`config.mk`:
```
export PLATFORM = sky130hd
export DESIGN_NAME = axis_adc_decimator
export DESIGN_NICKNAME = d
export VERILOG_FILES = /design/src/rtl/adc_decim_pkg.sv /design/src/rtl/adc_boxcar_accum.sv /design/src/rtl/axis_adc_decimator.sv
export SDC_FILE = /design/constraint.sdc
export NUM_CORES = 1
export LEC_CHECK = 0
export ABC_CLOCK_PERIOD_IN_PS = 4200
export CAP_MARGIN = 10
export CORE_MARGIN = 2
export CORE_UTILIZATION = 52
export DETAILED_ROUTE_END_ITERATION = 8
export PLACE_DENSITY = 0.78
export SYNTH_ARGS = -nofsm -noshare
export SYNTH_HDL_FRONTEND = slang
export SYNTH_SLANG_ARGS = --single-unit
```
`constraint.sdc`:
```
create_clock -name aclk -period 4.2 [get_ports aclk]
set_input_delay 1.26 -clock aclk [delete_from_list [all_inputs] [get_ports aclk]]
set_output_delay 1.26 -clock aclk [all_outputs]
set_load 0.03 [all_outputs]
```
`src/rtl/adc_decim_pkg.sv`:
```
// Shared types and helpers for the ADC boxcar decimator.
package adc_decim_pkg;

  typedef enum logic [1:0] {
    IDLE  = 2'd0,
    RUN   = 2'd1,
    DRAIN = 2'd2
  } state_e;

  function automatic int unsigned acc_width(input int unsigned data_width,
                                            input int unsigned max_log2);
    return data_width + max_log2;
  endfunction

  function automatic logic [3:0] clamp_log2(input logic [3:0]  l,
                                            input int unsigned max_l);
    return (32'(l) > max_l) ? 4'(max_l) : l;
  endfunction

endpackage

```
`src/rtl/adc_boxcar_accum.sv`:
```
// Boxcar accumulator: sums 2^L signed samples and pulses the floored mean on the closing sample.
module adc_boxcar_accum
  import adc_decim_pkg::*;
#(
  parameter int unsigned DATA_WIDTH     = 18,
  parameter int unsigned MAX_LOG2_DECIM = 8,
  parameter int unsigned ACC_WIDTH      = acc_width(DATA_WIDTH, MAX_LOG2_DECIM)
) (
  input  logic                         clk_i,
  input  logic                         rst_i,
  input  logic                         clr_i,
  input  logic signed [DATA_WIDTH-1:0] sample_i,
  input  logic                         valid_i,
  input  logic [3:0]                   log2_i,
  output logic signed [ACC_WIDTH-1:0]  result_o,
  output logic                         result_valid_o
);

  logic signed [ACC_WIDTH-1:0]  acc_q, acc_d, sum;
  logic [MAX_LOG2_DECIM-1:0]    cnt_q, cnt_d, last_idx;
  logic                         closing;

  assign sum            = acc_q + ACC_WIDTH'(sample_i);
  assign last_idx       = MAX_LOG2_DECIM'((32'd1 << log2_i) - 32'd1);
  assign closing        = valid_i && !clr_i && (cnt_q == last_idx);
  // Result is combinational so the top registers it on the closing edge.
  assign result_o       = sum >>> log2_i;
  assign result_valid_o = closing;

  always_comb begin
    acc_d = acc_q;
    cnt_d = cnt_q;
    if (clr_i || closing) begin
      acc_d = '0;
      cnt_d = '0;
    end else if (valid_i) begin
      acc_d = sum;
      cnt_d = cnt_q + MAX_LOG2_DECIM'(1);
    end
  end

  always_ff @(posedge clk_i) begin
    if (rst_i) begin
      acc_q <= '0;
      cnt_q <= '0;
    end else begin
      acc_q <= acc_d;
      cnt_q <= cnt_d;
    end
  end

endmodule

```
`src/rtl/axis_adc_decimator.sv`:
```
// ADC stream decimator with single-entry AXI-Stream output, packet tlast and sticky overrun.
// Optional ADC_DECIM_STATS_EN adds a saturating drop_count output.
module axis_adc_decimator
  import adc_decim_pkg::*;
#(
  parameter int unsigned DATA_WIDTH     = 18,
  parameter int unsigned MAX_LOG2_DECIM = 8,
  parameter int unsigned PKT_LEN_WIDTH  = 16
) (
  input  logic                     aclk,
  input  logic                     areset,
  input  logic                     cfg_enable,
  input  logic [3:0]               cfg_log2_decim,
  input  logic [PKT_LEN_WIDTH-1:0] cfg_pkt_len,
  input  logic [31:0]              s_axis_tdata,
  input  logic                     s_axis_tvalid,
  output logic                     s_axis_tready,
  output logic [31:0]              m_axis_tdata,
  output logic                     m_axis_tvalid,
  input  logic                     m_axis_tready,
  output logic                     m_axis_tlast,
  output logic                     overrun
`ifdef ADC_DECIM_STATS_EN
  ,
  output logic [31:0]              drop_count
`endif
);

  localparam int unsigned ACC_WIDTH = acc_width(DATA_WIDTH, MAX_LOG2_DECIM);

  state_e                     state_q, state_d;
  logic                       en_q;
  logic [3:0]                 log2_q, log2_d;
  logic [PKT_LEN_WIDTH-1:0]   pkt_len_q, pkt_len_d, beat_q, beat_d;
  logic [31:0]                tdata_q, tdata_d;
  logic                       tvalid_q, tvalid_d, tlast_q, tlast_d, overrun_q, overrun_d;
  logic                       run_active, handshake, res_valid, load_last;
  logic signed [ACC_WIDTH-1:0] res;
  logic                       unused_tdata_hi;
`ifdef ADC_DECIM_STATS_EN
  logic [31:0]                drops_q, drops_d;
`endif

  assign unused_tdata_hi = ^s_axis_tdata[31:DATA_WIDTH];
  assign s_axis_tready   = !areset;
  // Samples only count while RUN is held enabled, so a window can't close during the stop cycle.
  assign run_active      = (state_q == RUN) && cfg_enable;
  assign handshake       = tvalid_q && m_axis_tready;
  assign load_last       = (beat_q == pkt_len_q - PKT_LEN_WIDTH'(1));

  adc_boxcar_accum #(
    .DATA_WIDTH    (DATA_WIDTH),
    .MAX_LOG2_DECIM(MAX_LOG2_DECIM),
    .ACC_WIDTH     (ACC_WIDTH)
  ) u_accum (
    .clk_i         (aclk),
    .rst_i         (areset),
    .clr_i         (!run_active),
    .sample_i      (s_axis_tdata[DATA_WIDTH-1:0]),
    .valid_i       (s_axis_tvalid && run_active),
    .log2_i        (log2_q),
    .result_o      (res),
    .result_valid_o(res_valid)
  );

  always_comb begin
    state_d   = state_q;
    log2_d    = log2_q;
    pkt_len_d = pkt_len_q;
    beat_d    = beat_q;
    tdata_d   = tdata_q;
    tvalid_d  = tvalid_q;
    tlast_d   = tlast_q;
    overrun_d = overrun_q;
`ifdef ADC_DECIM_STATS_EN
    drops_d   = drops_q;
`endif
    if (handshake) begin
      tvalid_d = 1'b0;
      tlast_d  = 1'b0;
    end
    if (res_valid) begin
      if (!tvalid_q || handshake) begin
        tdata_d  = 32'(res);
        tvalid_d = 1'b1;
        tlast_d  = load_last;
        beat_d   = load_last ? '0 : beat_q + PKT_LEN_WIDTH'(1);
      end else begin
        overrun_d = 1'b1;
`ifdef ADC_DECIM_STATS_EN
        if (drops_q != '1) drops_d = drops_q + 32'd1;
`endif
      end
    end
    case (state_q)
      IDLE: begin
        if (cfg_enable && !en_q) begin
          state_d   = RUN;
          log2_d    = clamp_log2(cfg_log2_decim, MAX_LOG2_DECIM);
          pkt_len_d = (cfg_pkt_len == '0) ? PKT_LEN_WIDTH'(1) : cfg_pkt_len;
          beat_d    = '0;
          overrun_d = 1'b0;
`ifdef ADC_DECIM_STATS_EN
          drops_d   = '0;
`endif
        end
      end
      RUN:     if (!cfg_enable) state_d = (tvalid_q && !m_axis_tready) ? DRAIN : IDLE;
      DRAIN:   if (!tvalid_q) state_d = IDLE;
      default: state_d = IDLE;
    endcase
  end

  always_ff @(posedge aclk) begin
    if (areset) begin
      state_q   <= IDLE;
      en_q      <= 1'b0;
      log2_q    <= '0;
      pkt_len_q <= PKT_LEN_WIDTH'(1);
      beat_q    <= '0;
      tdata_q   <= '0;
      tvalid_q  <= 1'b0;
      tlast_q   <= 1'b0;
      overrun_q <= 1'b0;
`ifdef ADC_DECIM_STATS_EN
      drops_q   <= '0;
`endif
    end else begin
      state_q   <= state_d;
      en_q      <= cfg_enable;
      log2_q    <= log2_d;
      pkt_len_q <= pkt_len_d;
      beat_q    <= beat_d;
      tdata_q   <= tdata_d;
      tvalid_q  <= tvalid_d;
      tlast_q   <= tlast_d;
      overrun_q <= overrun_d;
`ifdef ADC_DECIM_STATS_EN
      drops_q   <= drops_d;
`endif
    end
  end

  assign m_axis_tdata  = tdata_q;
  assign m_axis_tvalid = tvalid_q;
  assign m_axis_tlast  = tlast_q;
  assign overrun       = overrun_q;
`ifdef ADC_DECIM_STATS_EN
  assign drop_count    = drops_q;
`endif

endmodule

```
==> run_1/layers.png <==
Only two layers are drawn.
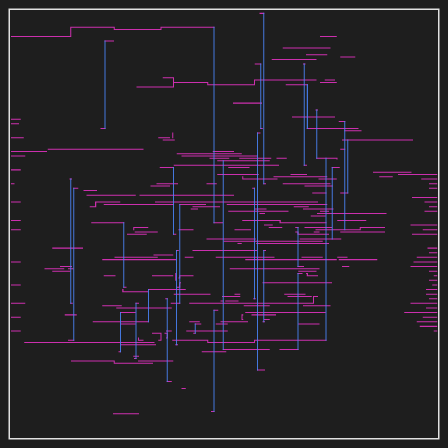
Key: M4 = blue [wire length 818 um]; M3 = magenta [wire length 1780 um]
Via Count: 8502
Total GRT Usage: 0.295
final wirelength: 24200 um
WL per Instance: 17.4 um

==> run_1/sizing.png <==
Bar = 50 um.
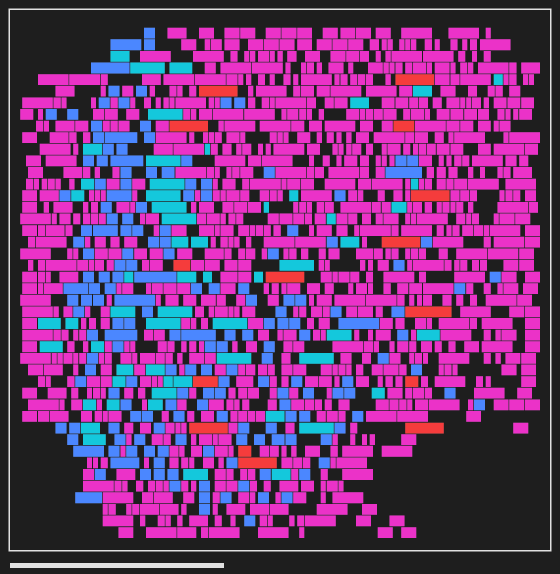
Key: x6 and larger = red [cells 15, most used clkbuf_16]; x1 and smaller = magenta [cells 955, most used nand2_1]; x3 and x4 = blue [cells 181, most used buf_4]; x2 = cyan [cells 57, most used mux4_2]

==> job_summary.md, run 1 <==
### Yosys + OpenROAD results

| Metric | Value |
|---|---|
| Slew margin rel. | 0.572 |
| Startpoint Class | primary input |
| Slew Limit Fails | 0 |
| Max Fclk | 0.243 GHz |
| Yosys top cell area share | 0.262 |
| DR vias/cell | 6.11 |
| Yosys warnings | 0 |
| Non-clk buf share | 0.197 |
| Clock share of power | 0.373 |
| Sequential cell area | 2040 um2 |
| IO Pins | 93 |
| Leading area contributor after synthesis | dfxtp_1 |
| GRT Residual Overflow | 0 |
| CP Cell Sequence | clkdlybuf4s50_1, ha_1, a21oi_1, o21ai_1, or4_1, nor3_1, nor3_1, mux2i_1, a22oi_1, mux4_2, a21o_1 |
| Tap cells | 184 |
| Non-clk bufs | 241 |
| Comb group | 0.544 mW |
| Drt first pass iters | 5 |
| Rows | 44 |
| Number of global-route vias before repair | 8040 |
| Clock Pin Slew Worst Setup and Hold Paths | 0.07 ns |
| Final Cycle Share | 0.981 |
| Aoi share | 0.248 |
| Number of logic gates | 832 |
| Post-Synth Adder-Cell Area | 0.0491 |
| Non-Clock Inverter Count | 17 |
| Hold Slack | 0.452 ns |
| Most frequent CP cell | nor3_1 |
| Ys flops | 102 |
| Power of the clock network | 0.918 mW |
| Status | complete, no violations |
| Commonest flop | dfxtp_1 |
| Sw power | 0.744 mW |
| Design Power | 2.46 mW |
| Mux area share | 0.0635 |
| Die X | 126 um |
| Clock-cell share | 0.0309 |
| Setup violations, final | 0 |
| Log Warnings | 40 |
| Max cap viols | 0 |
| # DRC | 0 |
| Final hold violations | 0 |
| Syn Area/Cell | 7.67 um2 |
| Final Skew | 0.00823 ns |
| Fraction of area in registers | 0.199 |
| WP data arrival | 4.38 ns |
| Mapped cell area | 7800 um2 |
==> run_1/m2.png <==
Cells faint in the background.
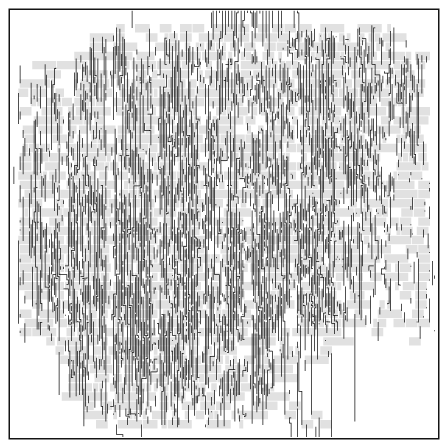
The layer carries 11100 um of wire. The layer holds 46% of the routed length.

==> run 1: per-stage QoR <==
| step | utilization | cells |
|---|---|---|
| floorplan | - | 1016 |
| global placement | 0.663 | 1368 |
| detailed placement | 0.663 | 1368 |
| CTS | 0.689 | 1385 |
| global route | 0.702 | 1392 |
| finish | 0.702 | 1392 |
==> run 1: worst max-delay path, delay by kind of cell <==
family,cells,cell delay (ns)
mux,2,0.73
simple gates,3,0.88
fa+ha+maj,1,0.34
buf+inv,1,0.41
compound gates,4,0.75
==> run 1: path summary, 6_finish.rpt <==
check                           startpoint                            end  slack, ns  cells after the start
min          m_axis_tdata[23]$_SDFFE_PP0P_  m_axis_tdata[23]$_SDFFE_PP0P_       0.45                      2
max reg2reg         log2_q[1]$_SDFFE_PP0P_   m_axis_tdata[4]$_SDFFE_PP0P_       0.49                     11
max                       s_axis_tdata[14]   m_axis_tdata[7]$_SDFFE_PP0P_       0.08                     11
min reg2reg  m_axis_tdata[23]$_SDFFE_PP0P_  m_axis_tdata[23]$_SDFFE_PP0P_       0.45                      2
==> run 1: sequential cells by signal (all words and copies together), names as in the netlist <==
| signal | count |
|---|---|
| m_axis_tvalid | 1 |
| overrun | 1 |
| state_q | 2 |
| u_accum.acc_q | 26 |
| log2_q | 4 |
| pkt_len_q | 16 |
| en_q | 1 |
| u_accum.cnt_q | 8 |
| m_axis_tlast | 1 |
| beat_q | 16 |
| m_axis_tdata | 26 |
==> run 1: Yosys cell counts, types with 15 or more instances <==
master	instances
a21o_1	15
dfxtp_1	102
nor3_1	30
mux2i_1	18
xor2_1	26
nand3_1	40
nor4_1	15
nand2_1	163
nor2_1	89
a21oi_1	97
and3_1	16
o21ai_0	32
clkbuf_1	39
ha_1	29
xnor2_1	35
--- run 2 (diff from run 1) ---
ABC_CLOCK_PERIOD_IN_PS = not set   (was 4200)
HOLD_SLACK_MARGIN = 0.02   (was not set)
clock period = 3.5 ns   (was 4.2 ns; I/O delays follow)
==> run 2 against run 1 <==
Against the previous run: the flow now finishes with violations (setup timing); clock-buffer cell count unchanged; worst hold slack improved by 0.0013 ns; via count up 6.7%; critical path type unchanged; largest cell class unchanged; highest routed layer unchanged.
==> job_summary.md, run 2 <==
### Yosys + OpenROAD results

| Metric | Value |
|---|---|
| Log Warnings | 43 |
| DR vias/cell | 6.41 |
| Yosys cell types | 85 |
| Aoi share | 0.248 |
| Startpoint Class | primary input |
| Required time of the worst setup path | 3.80 ns |
| Setup crit start | s_axis_tdata[0] |
| Slew margin rel. | 0.534 |
| Number of global-route vias before repair | 8077 |
| Non-clk bufs | 263 |
| Hold path startpoint | m_axis_tdata[10]$_SDFFE_PP0P_ |
| Core Util, Final | 0.754 |
| Setup violations, final | 20 |
| Mapped cell area | 7800 um2 |
| Post-Layout Cell Count | 1414 |
| Final hold violations | 0 |
| Final setup margin | -0.177 ns |
| Yosys top cell area share | 0.262 |
| Yosys simple share | 0.263 |
| Leading area contributor after synthesis | dfxtp_1 |
| Rows | 44 |
| Commonest flop | dfxtp_1 |
| Ys flops | 102 |
| GRT Residual Overflow | 0 |
| Inst Count DP | 1380 |
| Syn Area/Cell | 7.67 um2 |
| Fraction of area in registers | 0.186 |
| Non-clk buf share | 0.199 |
| Max Fclk | 0.272 GHz |
| Post-Synth Adder-Cell Area | 0.0491 |
| Number of logic gates | 832 |
| Most frequent cell after synthesis | nand2_1 |
| IO Pins | 93 |
| Worst flop-to-flop path startpoint | log2_q[0]$_SDFFE_PP0P_ |
| Final Skew | 0.00870 ns |
| Non-Clock Inverter Count | 17 |
| Status | complete, but fails checks |
| Clock Pin Slew Worst Setup and Hold Paths | 0.07 ns |
| Clock-cell share | 0.0290 |
| Failing checks | setup timing |
| Mux area share | 0.0635 |
| Slew Limit Fails | 0 |
| Max cap viols | 0 |
| Design Power | 3.03 mW |
| Die X | 126 um |
| Tap cells | 184 |
| # DRC | 0 |
| WP data arrival | 3.98 ns |
## run 2: cell count changes in the layout (fill, tap and decap cells not counted), sizes merged
cell	before	now
dlygate4sd2	1	9
inv	17	16
clkinvlp	0	1
clkdlybuf4s50	74	60
dlymetal6s2s	3	1
clkbuf	10	14
buf	163	187
clkdlybuf4s15	0	2
## run 2: what timing repair did
action,in CTS,in global routing
endpoints found under the setup margin,25,25
buffers inserted,12,6
gates resized,106,60
pin swaps,52,25
## run 2: power by group
group | internal, mW | leakage, nW | switching, mW
combinational | 0.328 | 3.31 | 0.400
sequential | 1.18 | 0.825 | 0.0233
clock | 0.586 | 0.152 | 0.512
## run 2: through the flow
stage	cell area (um2)	hold WS [ns]
global route	11000	0.473
detailed placement	9840	0.447
CTS	10700	0.457
finish	11000	0.453
global placement	9840	0.438
floorplan	7850	0.440
## run 2: layer usage
metal	vias to the layer above	share of wire	track usage
met5	-	0	0
met4	0	0.047	0.144
met3	124	0.091	0.0371
met2	579	0.45	0.482
met1	4244	0.41	0.422
li1	4121	-	-
## run 2: path summary, 6_finish.rpt
| kind | endpoint | slack (ns) | cells past startpoint |
|---|---|---|---|
| hold / removal | m_axis_tdata[10]$_SDFFE_PP0P_ | 0.45 | 2 |
| setup reg to reg | m_axis_tdata[14]$_SDFFE_PP0P_ | 0.23 | 14 |
| setup / recovery | m_axis_tdata[0]$_SDFFE_PP0P_ | -0.18 | 14 |
| hold reg to reg | m_axis_tdata[10]$_SDFFE_PP0P_ | 0.45 | 2 |
## run 2: critical path, stage by stage
cell and delay [ns]:
buf_6 0.09, ha_4 0.15, fa_2 0.37, a211oi_4 0.30, o211ai_4 0.18, buf_6 0.16, buf_6 0.12, a31oi_4 0.22
buf_4 0.16, xor2_2 0.08, mux4_2 0.56, o21a_1 0.24, nand2b_1 0.16, a21oi_1 0.12
==> run_2/clock_nets.png <==
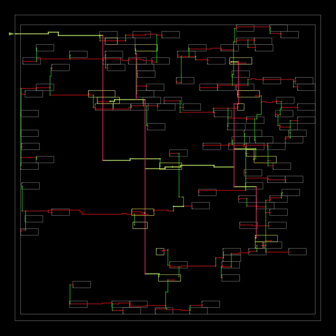
power of the clock network: 1.10 mW
Flops: 102
clk sinks: 102
Insertion Delay late pin: 0.37 ns

==> run_2/layers.png <==
Only two layers are drawn.
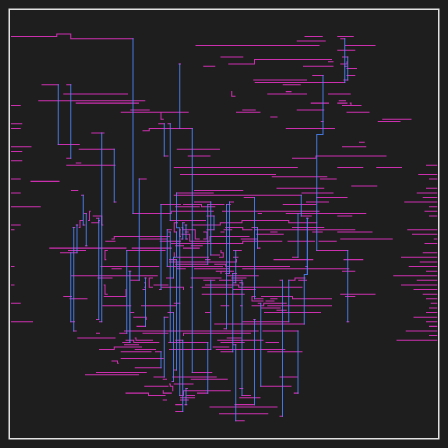
final wirelength: 27000 um
Total GRT Usage: 0.307
Via Count: 9068
WL per Instance: 19.1 um

==> run_2/m4.png <==
Bar = 50 um. Cells faint in the background.
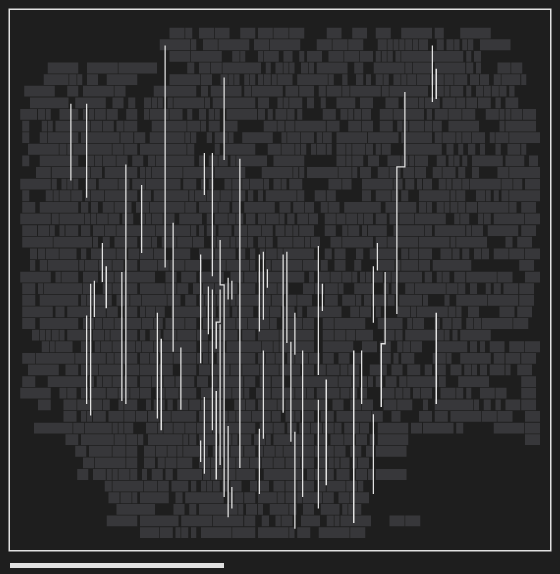
The longest straight run is 72.1 um. 52 nets have wire on it. The wires run mostly vertical. The layer carries 1260 um of wire. The layer holds 4.7% of the routed length.

Power and IR drop assume default switching activity.
